[config.mk]
export PLATFORM = sky130hd
export DESIGN_NAME = uart_rx
export DESIGN_NICKNAME = d
export VERILOG_FILES = /design/src/rtl/uart_pkg.sv /design/src/rtl/uart_rx_sync.sv /design/src/rtl/uart_rx.sv
export SDC_FILE = /design/constraint.sdc
export NUM_CORES = 1
export LEC_CHECK = 0
export CAP_MARGIN = 30
export CORE_ASPECT_RATIO = 1.25
export CORE_MARGIN = 2
export CORE_UTILIZATION = 59
export CTS_CLUSTER_DIAMETER = 200
export DETAILED_ROUTE_END_ITERATION = 6
export PLACE_DENSITY = 0.83
export SLEW_MARGIN = 10
export SYNTH_ARGS = -nofsm -noshare
export SYNTH_HDL_FRONTEND = slang
export SYNTH_SLANG_ARGS = --single-unit
[constraint.sdc]
create_clock -name clk -period 2.77 [get_ports clk]
set_input_delay 0.6925 -clock clk [delete_from_list [all_inputs] [get_ports clk]]
set_output_delay 0.6925 -clock clk [all_outputs]
set_load 0.01 [all_outputs]
[src/rtl/uart_pkg.sv]
`default_nettype none
// ============================================================================
// Module   : uart_pkg
// Purpose  : Shared UART constants and receiver state encodings.
// Revision : 1.0
// ============================================================================
package uart_pkg;

  localparam int OVERSAMPLE_DEFAULT = 16;
  localparam int DATA_BITS          = 8;

  typedef enum logic [2:0] {
    RX_IDLE  = 3'd0,
    RX_START = 3'd1,
    RX_DATA  = 3'd2,
    RX_STOP  = 3'd3,
    RX_BRK   = 3'd4
  } rx_state_e;

endpackage
`default_nettype wire

[src/rtl/uart_rx_sync.sv]
`default_nettype none
// ============================================================================
// Module   : uart_rx_sync
// Purpose  : Multi-flop synchroniser for an asynchronous, idle-high input.
// Revision : 1.0
// ============================================================================
module uart_rx_sync #(
  parameter int SYNC_STAGES = 2
) (
  input  logic clk,
  input  logic reset,
  input  logic d,
  output logic q
);

  logic [SYNC_STAGES-1:0] sync_q;
  logic [SYNC_STAGES-1:0] sync_d;

  always_comb begin
    sync_d = {sync_q[SYNC_STAGES-2:0], d};
  end

  // Reset to the idle level so no false start bit is seen after reset.
  always_ff @(posedge clk or negedge reset) begin
    if (!reset) sync_q <= '1;
    else        sync_q <= sync_d;
  end

  assign q = sync_q[SYNC_STAGES-1];

endmodule
`default_nettype wire

[src/rtl/uart_rx.sv]
`default_nettype none
// ============================================================================
// Module   : uart_rx
// Purpose  : 8N1 UART receiver, oversampled via a clock-enable tick.
// Revision : 1.0
// ============================================================================
module uart_rx
  import uart_pkg::*;
#(
  parameter int OVERSAMPLE  = OVERSAMPLE_DEFAULT,
  parameter int SYNC_STAGES = 2
) (
  input  logic       clk,
  input  logic       reset,
  input  logic       enable,
  input  logic       rxd,
  output logic [7:0] data_out,
  output logic       valid,
  output logic       frame_err,
  output logic       busy
);

  localparam int                CNT_W    = $clog2(OVERSAMPLE);
  localparam logic [CNT_W-1:0]  CNT_HALF = CNT_W'(OVERSAMPLE/2 - 1);
  localparam logic [CNT_W-1:0]  CNT_LAST = CNT_W'(OVERSAMPLE - 1);
  localparam logic [2:0]        IDX_LAST = 3'(DATA_BITS - 1);

  logic rxs;

  rx_state_e        state_q,     state_d;
  logic [CNT_W-1:0] cnt_q,       cnt_d;
  logic [2:0]       idx_q,       idx_d;
  logic [7:0]       shift_q,     shift_d;
  logic [7:0]       data_q,      data_d;
  logic             valid_q,     valid_d;
  logic             frame_err_q, frame_err_d;

  uart_rx_sync #(
    .SYNC_STAGES (SYNC_STAGES)
  ) u_sync (
    .clk   (clk),
    .reset (reset),
    .d     (rxd),
    .q     (rxs)
  );

  always_comb begin
    state_d     = state_q;
    cnt_d       = cnt_q;
    idx_d       = idx_q;
    shift_d     = shift_q;
    data_d      = data_q;
    valid_d     = 1'b0;
    frame_err_d = 1'b0;
    if (enable) begin
      case (state_q)
        RX_IDLE: begin
          if (!rxs) begin
            state_d = RX_START;
            cnt_d   = '0;
          end
        end
        RX_START: begin
          // Re-check the line at mid start bit to reject short glitches.
          if (cnt_q == CNT_HALF) begin
            if (!rxs) begin
              state_d = RX_DATA;
              cnt_d   = '0;
              idx_d   = '0;
            end else begin
              state_d = RX_IDLE;
            end
          end else begin
            cnt_d = cnt_q + 1'b1;
          end
        end
        RX_DATA: begin
          if (cnt_q == CNT_LAST) begin
            shift_d = {rxs, shift_q[7:1]};
            cnt_d   = '0;
            if (idx_q == IDX_LAST) state_d = RX_STOP;
            else                   idx_d   = idx_q + 1'b1;
          end else begin
            cnt_d = cnt_q + 1'b1;
          end
        end
        RX_STOP: begin
          if (cnt_q == CNT_LAST) begin
            cnt_d = '0;
            if (rxs) begin
              data_d  = shift_q;
              valid_d = 1'b1;
              state_d = RX_IDLE;
            end else begin
              frame_err_d = 1'b1;
              state_d     = RX_BRK;
            end
          end else begin
            cnt_d = cnt_q + 1'b1;
          end
        end
        RX_BRK: begin
          // Hold here until the line returns high so a break reports once.
          if (rxs) state_d = RX_IDLE;
        end
        default: state_d = RX_IDLE;
      endcase
    end
  end

  always_ff @(posedge clk or negedge reset) begin
    if (!reset) begin
      state_q     <= RX_IDLE;
      cnt_q       <= '0;
      idx_q       <= '0;
      shift_q     <= '0;
      data_q      <= '0;
      valid_q     <= 1'b0;
      frame_err_q <= 1'b0;
    end else begin
      state_q     <= state_d;
      cnt_q       <= cnt_d;
      idx_q       <= idx_d;
      shift_q     <= shift_d;
      data_q      <= data_d;
      valid_q     <= valid_d;
      frame_err_q <= frame_err_d;
    end
  end

  assign data_out  = data_q;
  assign valid     = valid_q;
  assign frame_err = frame_err_q;
  assign busy      = (state_q != RX_IDLE);

endmodule
`default_nettype wire

Fig. 1: run 1, power grid
Bar = 10 um. Pins as bars on the die edge.
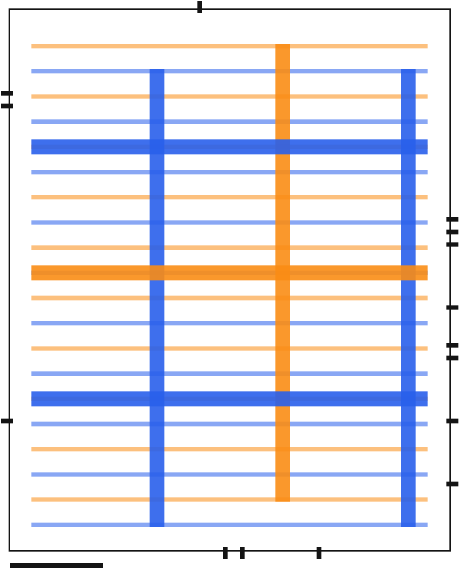
- VDD: orange
- VSS: blue
- met1 rails: 20
- met5 straps: 3
- signal pins: 15
- met4 straps: 3
- rows: 19
Core Area: 0.00221 sq mm
die height: 58.3 um

Fig. 2: run 1, placed cells, one colour a class
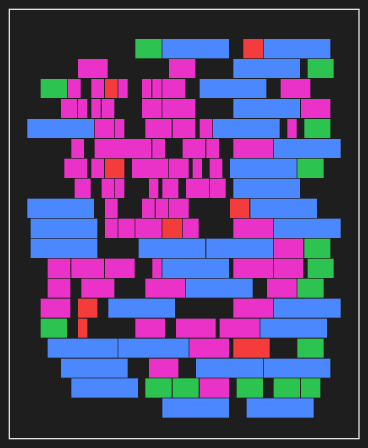
- other buffers and delay cells: green (cells 15; share of their area 9.5%)
- flops: blue (cells 30; share of their area 49%)
- combinational and other logic: magenta (cells 69; share of their area 38%)
- clock drivers and dummy loads: red (cells 8; share of their area 3.9%)
Final Cell Area: 0.00159 sq mm
Core Rows: 19
flop share of the area: 47.5%

Fig. 3: run 1, routed clock nets over the placement
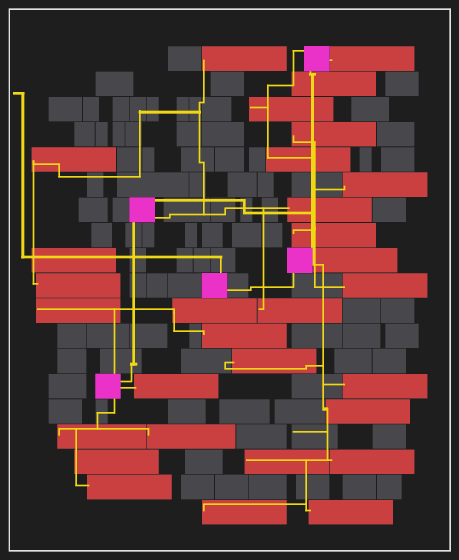
- clock drivers: magenta (count 5)
- flip-flops: red (count 30)
- clock wires: yellow (length 389 um)
- routed clock nets: 6
Clock Skews: 0.0118 ns
clk_lat worst skew: 0.33 ns
Clock Power Share: 22.9%

==> run summary, run 1 <==
Status: complete, no violations
Peak Freq: 420 MHz
Die Width: 47.4 um
Largest area contributor in the netlist: dfrtp_1
Netlist Area Pre-Place: 0.00139 sq mm
Mapped Cells: 106
Fin. max-slew vios: 0
Post-Route Utilization: 71.8%
Drt total wl: 2.27 mm
Share of synthesized registers carrying an async set or reset: 100%
Max Cap Viol: 0
FF-to-FF End: shift_q[5]
Switching power total: 391 uW
First-pass GRT wire length: 3.82 mm
Yosys warns: 0
Largest net degree at the start of global routing: 31
Sequential Power Share: 51.6%
Vias in the first global route: 867
Wire length per cell: 14.9 um
Area leader share: 50.4%
Required time worst endpoint: 2.08 ns
Synth-to-Final Area Change: 14.0%
Worst r2r path cells: 4
XOR/XNOR Fraction of Synth Area: 0%
Min-delay worst type: reg2reg
Pre-antenna DRT Iters: 4
YS chip area: 0.00139 sq mm
Flop2flop setup slack: 0.75 ns
Adder share: 2.70%
Syn_nets: 113
Combinational Power Share: 25.5%
Share of cells above drive strength 1: 27.9%
H-tree depth: 2
Clk slew on worst S/H paths: 0.10 ns
Drc violations: 0
Comb. pwr: 307 uW
Top Layout Cells: dfrtp_1, clkdlybuf4s50_1, mux2_2
Critical Path Max Stage Delay: 0.50 ns
Clock sink count: 30
Hold_sp: u_sync.sync_q[0]
Worst Setup Start Kind: register
OpenROAD warning count: 26
Yosys stat cell total: 106
Switch share: 32.5%
Routed Antenna Nets: 0
Post-layout period usage of the worst path: 86.0%
Area post-placement: 0.00153 sq mm
Most frequent cell after synthesis: dfrtp_1
Synth top cells by count: dfrtp_1, mux2_2, mux2_4
Critical-path top delay cell: dfrtp_1
WHS: 0.359 ns
I/O pin cnt: 15
Peak VDD IR: 0.556 mV
CTS tree: done
Clock Tree Buf Depth: 2
Top pwr grp: sequential cells
Vias/cell: 5.71
Period minus WS final: 2.38 ns
Delay-heaviest family, CP: flip-flops
Initial antenna violation count: 0
Total track usage: 20.1%
#FFs+latches synth: 30
Post-cts hold buffer count: 0
Gpl congestion: 0.861
Crit path capture: busy
Critical Path Source: state_q[1]
Avg Cell Area, Syn: 13.1 sq um
Buffers plus inverters on the worst setup path: 1
Reg2reg start: cnt_q[1]
Most instantiated logic cell after routing: dfrtp_1
# setup viols final: 0
Fillers: 159
Clock buffer count from CTS: 5
RSZ-0062 raised after global routing: false
Die ar.: 0.00277 sq mm
Dominant comb cell: multiplexers
Critical path fanouts, max: 9
Clock group: 275 uW
Pwr Density: 758 mW/mm^2
run 1: through the flow:
stage               worst slack [ns]  std cells
global route                   0.322        153
CTS                            0.391        153
floorplan                       1.04        106
finish                         0.388        153
detailed placement             0.217        145
global placement               0.252        145
run 1: per-layer routing:
layer | wire [um] | global-route usage (%) | vias up
met5 | 0 | 0 | -
met4 | 55 | 10.7 | 0
met3 | 134 | 5.52 | 7
met2 | 1110 | 30.5 | 31
met1 | 970 | 25.5 | 425
li1 | - | - | 411
run 1: final cells by class:
class	count	area, sq um	share of cell area, %
inverter	4	15.0	0.946
sequential	30	753	47.5
clock buffer	7	55.1	3.47
clock inverter	1	5.00	0.315
timing repair buffer	15	148	9.31
multi-input combinational	65	572	36.0
tap	31	38.8	2.44
==> run 2: changes to the inputs <==
--- a/config.mk
+++ b/config.mk
@@ -14,2 +14,3 @@
 export PLACE_DENSITY = 0.83
+export SKIP_LAST_GASP = 1
 export SLEW_MARGIN = 10
--- a/constraint.sdc
+++ b/constraint.sdc
@@ -3,2 +3,2 @@
 set_output_delay 0.6925 -clock clk [all_outputs]
-set_load 0.01 [all_outputs]
+set_load 0.05 [all_outputs]
==> run 2 against run 1 <==
Against the previous run: flip-flop count did not move; combinational power rose by 9.1%; sequential share of layout area did not move; register-to-register slack barely moved; highest routed layer unchanged.
==> run summary, run 2 <==
Max Cap Viol: 0 (unchanged)
Area post-placement: 0.00153 sq mm (unchanged)
Top Layout Cells: dfrtp_1, clkdlybuf4s50_1, mux2_2 (unchanged)
Largest net degree at the start of global routing: 31 (unchanged)
Fin. max-slew vios: 0 (unchanged)
Dominant comb cell: multiplexers (unchanged)
Pwr Density: 775 mW/mm^2 (was 758 mW/mm^2)
Synth top cells by count: dfrtp_1, mux2_2, mux2_4 (unchanged)
Mapped Cells: 106 (unchanged)
Core Rows: 19 (unchanged)
#FFs+latches synth: 30 (unchanged)
Core Area: 0.00221 sq mm (unchanged)
Routed Antenna Nets: 0 (unchanged)
Pre-antenna DRT Iters: 4 (unchanged)
Clock buffer count from CTS: 5 (unchanged)
Worst Setup Start Kind: register (unchanged)
RSZ-0062 raised after global routing: false (unchanged)
Peak VDD IR: 0.559 mV (was 0.556 mV)
Avg Cell Area, Syn: 13.1 sq um (unchanged)
Peak Freq: 383 MHz (was 420 MHz)
Clock Skews: 0.0118 ns (unchanged)
XOR/XNOR Fraction of Synth Area: 0% (unchanged)
DR WL met2: 1.11 mm (unchanged)
Share of cells above drive strength 1: 27.9% (unchanged)
Routed met3 length: 134 um (unchanged)
Clk slew on worst S/H paths: 0.10 ns (about the same)
Synth-to-Final Area Change: 14.0% (unchanged)
Gpl congestion: 0.861 (unchanged)
Flop2flop setup slack: 0.75 ns (about the same)
Largest area contributor in the netlist: dfrtp_1 (unchanged)
Comb. pwr: 335 uW (was 307 uW)
Period minus WS final: 2.61 ns (was 2.38 ns)
Initial antenna violation count: 0 (unchanged)
Most instantiated logic cell after routing: dfrtp_1 (unchanged)
Delay-heaviest family, CP: buffers and inverters (was flip-flops)
Critical Path Max Stage Delay: 0.79 ns (was 0.50 ns)
Clk_lat worst skew: 0.33 ns (about the same)
Drc violations: 0 (unchanged)
Wire length per cell: 14.9 um (unchanged)
Total track usage: 20.1% (unchanged)
Sequential Power Share: 50.4% (was 51.6%)
Routing usage on met2: 30.5% (unchanged)
Status: complete, no violations (unchanged)
Critical path fanouts, max: 9 (unchanged)
Adder share: 2.70% (unchanged)
Post-layout period usage of the worst path: 94.1% (was 86.0%)
Die ar.: 0.00277 sq mm (unchanged)
==> run 2: worst paths after layout <==
check	cells past startpoint	start	endpoint
max in group asynchronous	2	reset	u_sync.sync_q[0]
min in group asynchronous	2	reset	data_out[4]
worst max-delay path	3	state_q[1]	busy
worst min-delay path	0	u_sync.sync_q[0]	u_sync.sync_q[1]
worst max register to register	4	cnt_q[1]	shift_q[5]
worst min register to register	0	u_sync.sync_q[0]	u_sync.sync_q[1]
==> run 2: final cells by class <==
| type | count | area, sq um |
|---|---|---|
| Sequential cell | 30 | 753 |
| Fill cell | 159 | 624 |
| Multi-Input combinational cell | 65 | 572 |
| Timing Repair Buffer | 15 | 148 |
| Clock buffer | 7 | 55.1 |
| Tap cell | 31 | 38.8 |
| Inverter | 4 | 15.0 |
| Clock inverter | 1 | 5.00 |
Fig. 4: run 2, placed cells, one colour a class
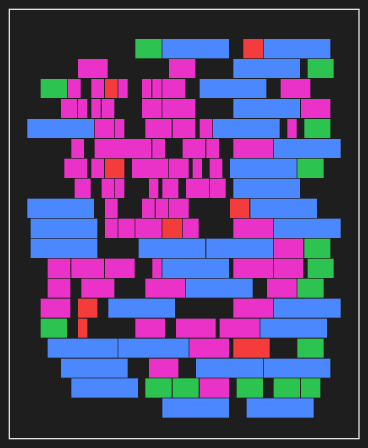
- other buffers and delay cells: green (cells 15; share of their area 9.5%)
- flops: blue (cells 30; share of their area 49%)
- combinational and other logic: magenta (cells 69; share of their area 38%)
- clock drivers and dummy loads: red (cells 8; share of their area 3.9%)

Fig. 5: run 2, routed clock nets over the placement
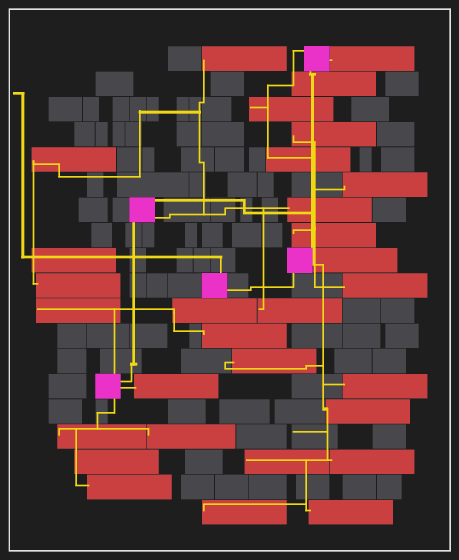
- clock drivers: magenta (count 5)
- clock wires: yellow (length 389 um)
- flip-flops: red (count 30)
- routed clock nets: 6
- flops lie: all over the die
Clock group: 275 uW
Clock Power Share: 22.3%

No activity file was given, so power comes from the tool's default toggle rates.
